### Gate-type map, run 1

(4 px per um)
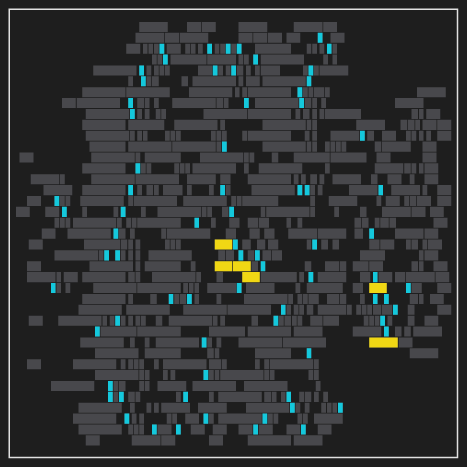
### Routing congestion map, run 1

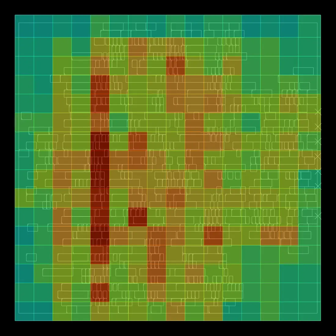
### Metal 3, run 1

(2 px per um)
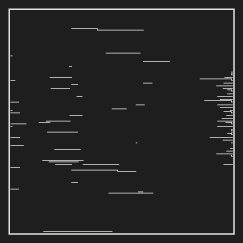
--- config.mk ---
export PLATFORM = sky130hd
export DESIGN_NAME = alu_cmd_issuer
export DESIGN_NICKNAME = d
export VERILOG_FILES = /design/src/rtl/alu_cmd_issuer.sv
export SDC_FILE = /design/constraint.sdc
export NUM_CORES = 1
export LEC_CHECK = 0
export ABC_AREA = 1
export CAP_MARGIN = 20
export CORE_UTILIZATION = 40
export DETAILED_ROUTE_END_ITERATION = 8
export PLACE_DENSITY = 0.64
export SKIP_LAST_GASP = 1
export SLEW_MARGIN = 20
export SYNTH_ARGS = -nofsm -noshare
export SYNTH_HDL_FRONTEND = slang
export SYNTH_SLANG_ARGS = --single-unit
--- constraint.sdc ---
create_clock -name clk -period 1.93 [get_ports clk]
set_input_delay 0.193 -clock clk [delete_from_list [all_inputs] [get_ports clk]]
set_output_delay 0.193 -clock clk [all_outputs]
set_load 0.005 [all_outputs]
--- src/rtl/alu_cmd_issuer.sv ---
// ----------------------------------------------------------------------------
// alu_cmd_issuer
//
// Issue stage in front of an 8-bit combinational ALU. Commands (A, B, op)
// arrive from a producer and are buffered in a small FIFO. Commands go onto the
// registered alu_a/alu_b/alu_op outputs one at a time. One clock after issue,
// the ALU result alu_r is captured. The captured result is then offered on a
// result port until the consumer takes it. Only one command is in flight at a
// time, so results leave in the same order the commands arrived.
//
// Handshakes (both ports): a transfer happens on a rising clock edge where
// valid and ready are both 1. A source holds valid and its payload stable
// until that edge. ready may depend only on registered state.
//
// Ports
//   clk        in   1        rising-edge clock
//   rst_n      in   1        synchronous active-low reset
//   cmd_valid  in   1        producer has a command
//   cmd_ready  out  1        FIFO has room (0 while rst_n is low)
//   cmd_a      in   WIDTH    operand A
//   cmd_b      in   WIDTH    operand B
//   cmd_op     in   OPW      ALU opcode
//   alu_a      out  WIDTH    registered operand A to the ALU
//   alu_b      out  WIDTH    registered operand B to the ALU
//   alu_op     out  OPW      registered opcode to the ALU
//   alu_r      in   WIDTH    ALU result
//   res_valid  out  1        res_data/res_op hold a captured result
//   res_ready  in   1        consumer accepts the result
//   res_data   out  WIDTH    captured alu_r
//   res_op     out  OPW      opcode that produced res_data
//   fifo_count out  CNT_W    commands currently buffered
//   dbg_state  out  2        FSM state (0 IDLE, 1 EXEC, 2 WAIT)
// ----------------------------------------------------------------------------
module alu_cmd_issuer #(
    parameter int WIDTH = 8,
    parameter int OPW   = 3,
    parameter int DEPTH = 4
) (
    input  logic                         clk,
    input  logic                         rst_n,
    input  logic                         cmd_valid,
    output logic                         cmd_ready,
    input  logic [WIDTH-1:0]             cmd_a,
    input  logic [WIDTH-1:0]             cmd_b,
    input  logic [OPW-1:0]               cmd_op,
    output logic [WIDTH-1:0]             alu_a,
    output logic [WIDTH-1:0]             alu_b,
    output logic [OPW-1:0]               alu_op,
    input  logic [WIDTH-1:0]             alu_r,
    output logic                         res_valid,
    input  logic                         res_ready,
    output logic [WIDTH-1:0]             res_data,
    output logic [OPW-1:0]               res_op,
    output logic [$clog2(DEPTH+1)-1:0]   fifo_count,
    output logic [1:0]                   dbg_state
);

    localparam int PTR_W = $clog2(DEPTH);
    localparam int CNT_W = $clog2(DEPTH+1);

    typedef enum logic [1:0] {
        S_IDLE = 2'd0,
        S_EXEC = 2'd1,
        S_WAIT = 2'd2
    } state_t;

    state_t             r_state;
    state_t             w_state_nxt;

    logic [WIDTH-1:0]   r_mem_a  [DEPTH];
    logic [WIDTH-1:0]   r_mem_b  [DEPTH];
    logic [OPW-1:0]     r_mem_op [DEPTH];
    logic [PTR_W-1:0]   r_wr_ptr;
    logic [PTR_W-1:0]   r_rd_ptr;
    logic [CNT_W-1:0]   r_count;

    logic [WIDTH-1:0]   r_alu_a;
    logic [WIDTH-1:0]   r_alu_b;
    logic [OPW-1:0]     r_alu_op;
    logic               r_res_valid;
    logic [WIDTH-1:0]   r_res_data;
    logic [OPW-1:0]     r_res_op;

    logic               w_push;
    logic               w_not_empty;
    logic               w_issue;      // load FIFO head onto alu_* and pop
    logic               w_capture;    // sample alu_r into the result register
    logic               w_res_clear;  // result handed to the consumer

    // Room is judged from the registered count only. A pop in the same cycle
    // therefore never opens a slot for a push while the FIFO is full.
    assign cmd_ready   = rst_n && (r_count < CNT_W'(DEPTH));
    assign w_push      = cmd_valid && cmd_ready;
    assign w_not_empty = (r_count != '0);

    // ------------------------------------------------------------------
    // FSM: state register
    // ------------------------------------------------------------------
    always_ff @(posedge clk) begin
        if (!rst_n) begin
            r_state <= S_IDLE;
        end else begin
            r_state <= w_state_nxt;
        end
    end

    // ------------------------------------------------------------------
    // FSM: next state and control strobes
    // ------------------------------------------------------------------
    always_comb begin
        w_state_nxt = r_state;
        w_issue     = 1'b0;
        w_capture   = 1'b0;
        w_res_clear = 1'b0;
        case (r_state)
            S_IDLE: begin
                if (w_not_empty) begin
                    w_issue     = 1'b1;
                    w_state_nxt = S_EXEC;
                end
            end
            S_EXEC: begin
                // alu_* were loaded on the previous edge. alu_r is valid now.
                w_capture   = 1'b1;
                w_state_nxt = S_WAIT;
            end
            S_WAIT: begin
                if (r_res_valid && res_ready) begin
                    w_res_clear = 1'b1;
                    // Chain straight into the next command to keep the
                    // result rate at one result every two cycles.
                    if (w_not_empty) begin
                        w_issue     = 1'b1;
                        w_state_nxt = S_EXEC;
                    end else begin
                        w_state_nxt = S_IDLE;
                    end
                end
            end
            default: begin
                w_state_nxt = S_IDLE;
            end
        endcase
    end

    // ------------------------------------------------------------------
    // Command FIFO storage (contents need no reset; pointers gate them)
    // ------------------------------------------------------------------
    always_ff @(posedge clk) begin
        if (w_push) begin
            r_mem_a[r_wr_ptr]  <= cmd_a;
            r_mem_b[r_wr_ptr]  <= cmd_b;
            r_mem_op[r_wr_ptr] <= cmd_op;
        end
    end

    // Pointers wrap naturally because DEPTH is a power of two.
    always_ff @(posedge clk) begin
        if (!rst_n) begin
            r_wr_ptr <= '0;
            r_rd_ptr <= '0;
            r_count  <= '0;
        end else begin
            if (w_push) begin
                r_wr_ptr <= r_wr_ptr + PTR_W'(1);
            end
            if (w_issue) begin
                r_rd_ptr <= r_rd_ptr + PTR_W'(1);
            end
            case ({w_push, w_issue})
                2'b10:   r_count <= r_count + CNT_W'(1);
                2'b01:   r_count <= r_count - CNT_W'(1);
                default: r_count <= r_count;
            endcase
        end
    end

    // ------------------------------------------------------------------
    // ALU drive and result capture
    // ------------------------------------------------------------------
    always_ff @(posedge clk) begin
        if (!rst_n) begin
            r_alu_a     <= '0;
            r_alu_b     <= '0;
            r_alu_op    <= '0;
            r_res_valid <= 1'b0;
            r_res_data  <= '0;
            r_res_op    <= '0;
        end else begin
            if (w_issue) begin
                r_alu_a  <= r_mem_a[r_rd_ptr];
                r_alu_b  <= r_mem_b[r_rd_ptr];
                r_alu_op <= r_mem_op[r_rd_ptr];
            end
            if (w_capture) begin
                r_res_data  <= alu_r;
                r_res_op    <= r_alu_op;
                r_res_valid <= 1'b1;
            end else if (w_res_clear) begin
                r_res_valid <= 1'b0;
            end
        end
    end

    assign alu_a      = r_alu_a;
    assign alu_b      = r_alu_b;
    assign alu_op     = r_alu_op;
    assign res_valid  = r_res_valid;
    assign res_data   = r_res_data;
    assign res_op     = r_res_op;
    assign fifo_count = r_count;
    assign dbg_state  = r_state;

endmodule

==> results.sh, run 1 <==
# yosys + openroad results
export IMPL_synth_seq_cells=116
export IMPL_pwr_share_comb=0.328
export IMPL_top_regs="r_mem_a x32, r_mem_b x32, r_mem_op x12"
export IMPL_failed_checks="design-rule violations"
export IMPL_top_area_cell="edfxtp_1"
export IMPL_status="finished, violations left"
export IMPL_drc=7
export IMPL_switchingPower_mw=3.00
export IMPL_final_cell_area_mm2=0.00623
export IMPL_holdPathStages=3
export IMPL_grt_pass1_wl_mm=15.9
export IMPL_ir_drop_uv=695
export IMPL_postCtsHoldBufs=0
export IMPL_dpl_hpwl_mm=5.84
export IMPL_top_logic_kind="simple AND/OR/NAND/NOR gates"
export IMPL_synth_chip_area_mm2=0.00481
export IMPL_adder_share=0.0172
export IMPL_io_pins=68
export IMPL_cts_buffers_inserted=17
export IMPL_drtPass1Iterations=7
export IMPL_grt_busiest_layer="met2"
export IMPL_powerClk_mw=2.97
export IMPL_wl_met1_mm=4.24
export IMPL_p_int_mw=6.27
export IMPL_overflow=0
export IMPL_n_tap_cell=143
## Picture notes: 'Gate-type map'
inverters -> cyan  # cells 74
adder and majority cells -> yellow  # cells 6, where middle
logic share of the area: 0.213
Final Non-Filler Cells: 754
most numerous logic cell after layout: nand2_1

## Picture notes: 'Routing congestion map'
total global routing track utilization: 0.166
global-route track usage on met1: 0.200
M3 GR Usage: 0.0457
drt wl/cell: 12.6 um
met2 Track Usage GR: 0.275

## Picture notes: 'Metal 3'
nets with wire on the layer = 53
share of all routed wire = 5.4%
longest straight run = 34.3 um
wire length on this layer = 516 um
routed vias: 3439
Routed WL: 9.52 mm

### Cell sizes after repair, run 1

(4 px per um)
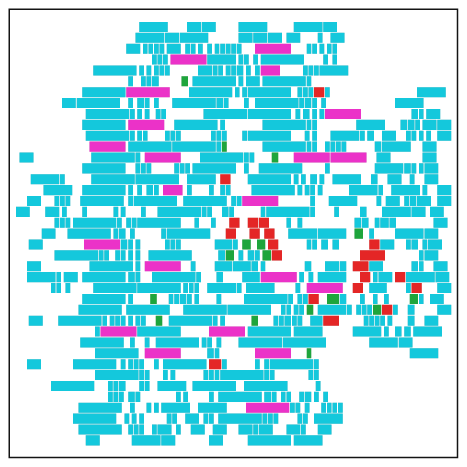

==> run 1 -> run 2 <==
- CORE_MARGIN: unset -> 2
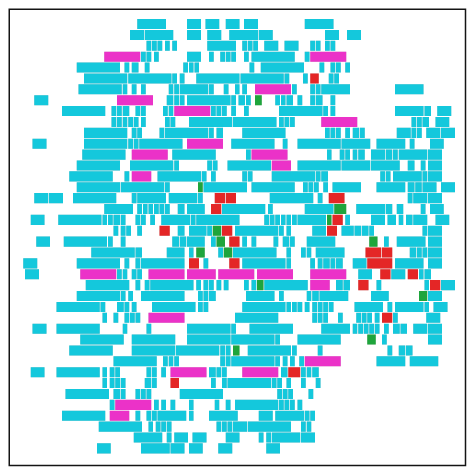
*Cell sizes after repair, run 2*
(4 px per um)
drive 2 -> green  # cells 13, share 2.1%
drive 6 and up -> magenta  # cells 24, share 3.9%
drive 1 or less -> cyan  # cells 553, share 90%
drive 3 to 4 -> red  # cells 22, share 3.6%
nonclk buf count: 84
final instance area: 0.00626 mm2
final worst slack: 0.210 ns

==> run 2 against run 1 <==
  * The run now ends clean
  * Register-to-register slack worse by 0.02 ns
  * Worst setup slack worse by 0.019 ns
  * Clock power hardly changed
  * Largest cell class unchanged
  * Largest power group unchanged
==> results.sh, run 2 <==
# yosys + openroad results
export IMPL_status="complete, no violations"
export IMPL_powerComb_mw=3.08
export IMPL_min_period_ns=1.72
export IMPL_n_tap_cell=147
export IMPL_grt_pass1_wl_mm=15.8
export IMPL_postCtsHoldBufs=0
export IMPL_wl_met1_mm=4.33
export IMPL_power_leakage_nw=2.75
export IMPL_powerClk_mw=2.97
export IMPL_ir_drop_uv=624
export IMPL_pwr_share_comb=0.332
export IMPL_drtPass1Iterations=4
export IMPL_switchingPower_mw=3.02
export IMPL_vias=3447
export IMPL_gr_usage_met3=0.0542
export IMPL_grt_busiest_layer="met2"
export IMPL_synth_seq_cells=116
export IMPL_io_pins=68
export IMPL_syn_area_mm2=0.00481
export IMPL_finalNonFillerCells=759
export IMPL_sh_comb_area=0.212
export IMPL_adder_share=0.0172
export IMPL_place_ws_ns=-0.107
export IMPL_grt_max_degree=43
export IMPL_top_regs="r_mem_a x32, r_mem_b x32, r_mem_op x12"
export IMPL_cts_tree="done"
export IMPL_gr_usage_met2=0.265
export IMPL_cts_buffers_inserted=17
export IMPL_worst_clock_skew_ns=0.0121
export IMPL_wl_per_cell_um=12.7
export IMPL_holdPathStages=3
export IMPL_p_int_mw=6.26
export IMPL_wl_mm=9.61
export IMPL_ys_sh_xor=0.00182
export IMPL_dpl_hpwl_mm=5.96
export IMPL_top_area_cell="edfxtp_1"
export IMPL_holdPathEnd="res_data[5]"
export IMPL_grt_use_met1=0.191
export IMPL_max_slew_margin_rel=0.529
export IMPL_drc=0
export IMPL_drv_slew=0
export IMPL_synth_chip_area_mm2=0.00481
export IMPL_grt_total_usage=0.160
export IMPL_top_logic_kind="simple AND/OR/NAND/NOR gates"
export IMPL_overflow=0
export IMPL_cp_num_cells=13
### Gate-type map, run 2

(4 px per um)
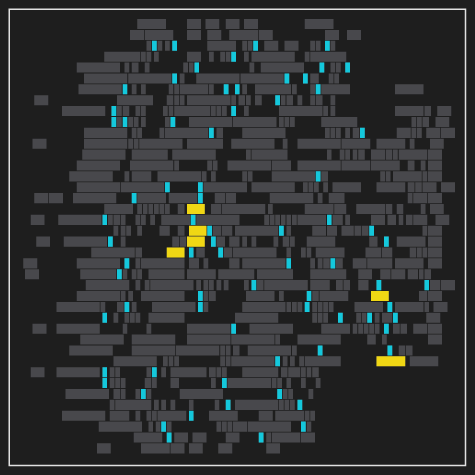

==> run 2 -> run 3 <==
- CORE_MARGIN: 2 -> 4
- SETUP_SLACK_MARGIN: unset -> 0.3
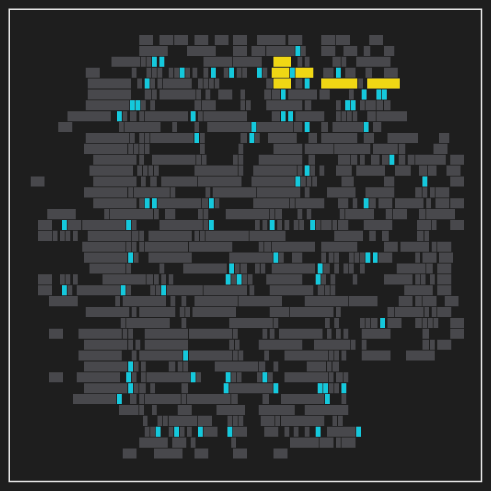
*Gate-type map, run 3*
(4 px per um)
inverters -> cyan  # cells 74
adder and majority cells -> yellow  # cells 6, where top middle
Final Non-Filler Cells: 755
logic share of the area: 0.214

==> run 3 against run 2 <==
  * Core utilization up 1.3 points
  * Hold slack worse by 0.0039 ns
  * Clock skew up 0.00096 ns
  * Critical path depth unchanged
  * Sequential cell count unchanged
  * Cell count down 0.53%
  * Sequential share of layout area about the same
  * Via count up 0.38%
  * Non-clock buffer count unchanged
  * Highest routed layer unchanged
==> results.sh, run 3 <==
# yosys + openroad results
export IMPL_overflow=0
export IMPL_holdPathEnd="res_data[2]"
export IMPL_n_tap_cell=143
export IMPL_fin_ws_ns=0.323
export IMPL_powerClk_mw=2.79
export IMPL_holdPathStages=3
export IMPL_gr_usage_met2=0.255
export IMPL_wl_met1_mm=4.01
export IMPL_top_logic_kind="simple AND/OR/NAND/NOR gates"
export IMPL_grt_pass1_wl_mm=16.3
export IMPL_synth_seq_cells=116
export IMPL_synth_chip_area_mm2=0.00481
export IMPL_cp_num_cells=13
export IMPL_gr_usage_met3=0.0375
export IMPL_p_int_mw=6.23
export IMPL_grt_total_usage=0.147
export IMPL_power_leakage_nw=2.74
export IMPL_status="complete, no violations"
export IMPL_drv_slew=0
export IMPL_wl_mm=9.45
export IMPL_syn_area_mm2=0.00481
export IMPL_top_area_cell="edfxtp_1"
export IMPL_mostFrequentLayoutCell="nand2_1"
export IMPL_pwr_share_comb=0.347
export IMPL_drc=0
export IMPL_signal_buffers=84

==> screenshots <==
Signal wires on met2.
(2 px per um) Cells faint in the background.
Plate I
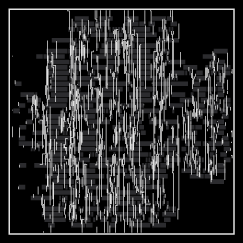
Plate II
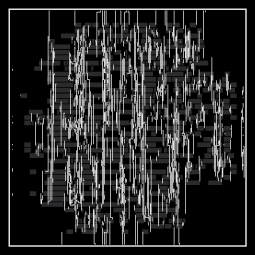
Plate III
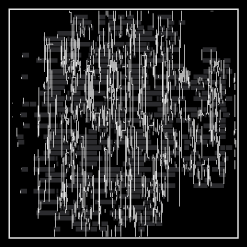
- Plate II = run 3
- Plate I = run 1
- Plate III = run 2

No activity file was given, so power comes from the tool's default toggle rates.
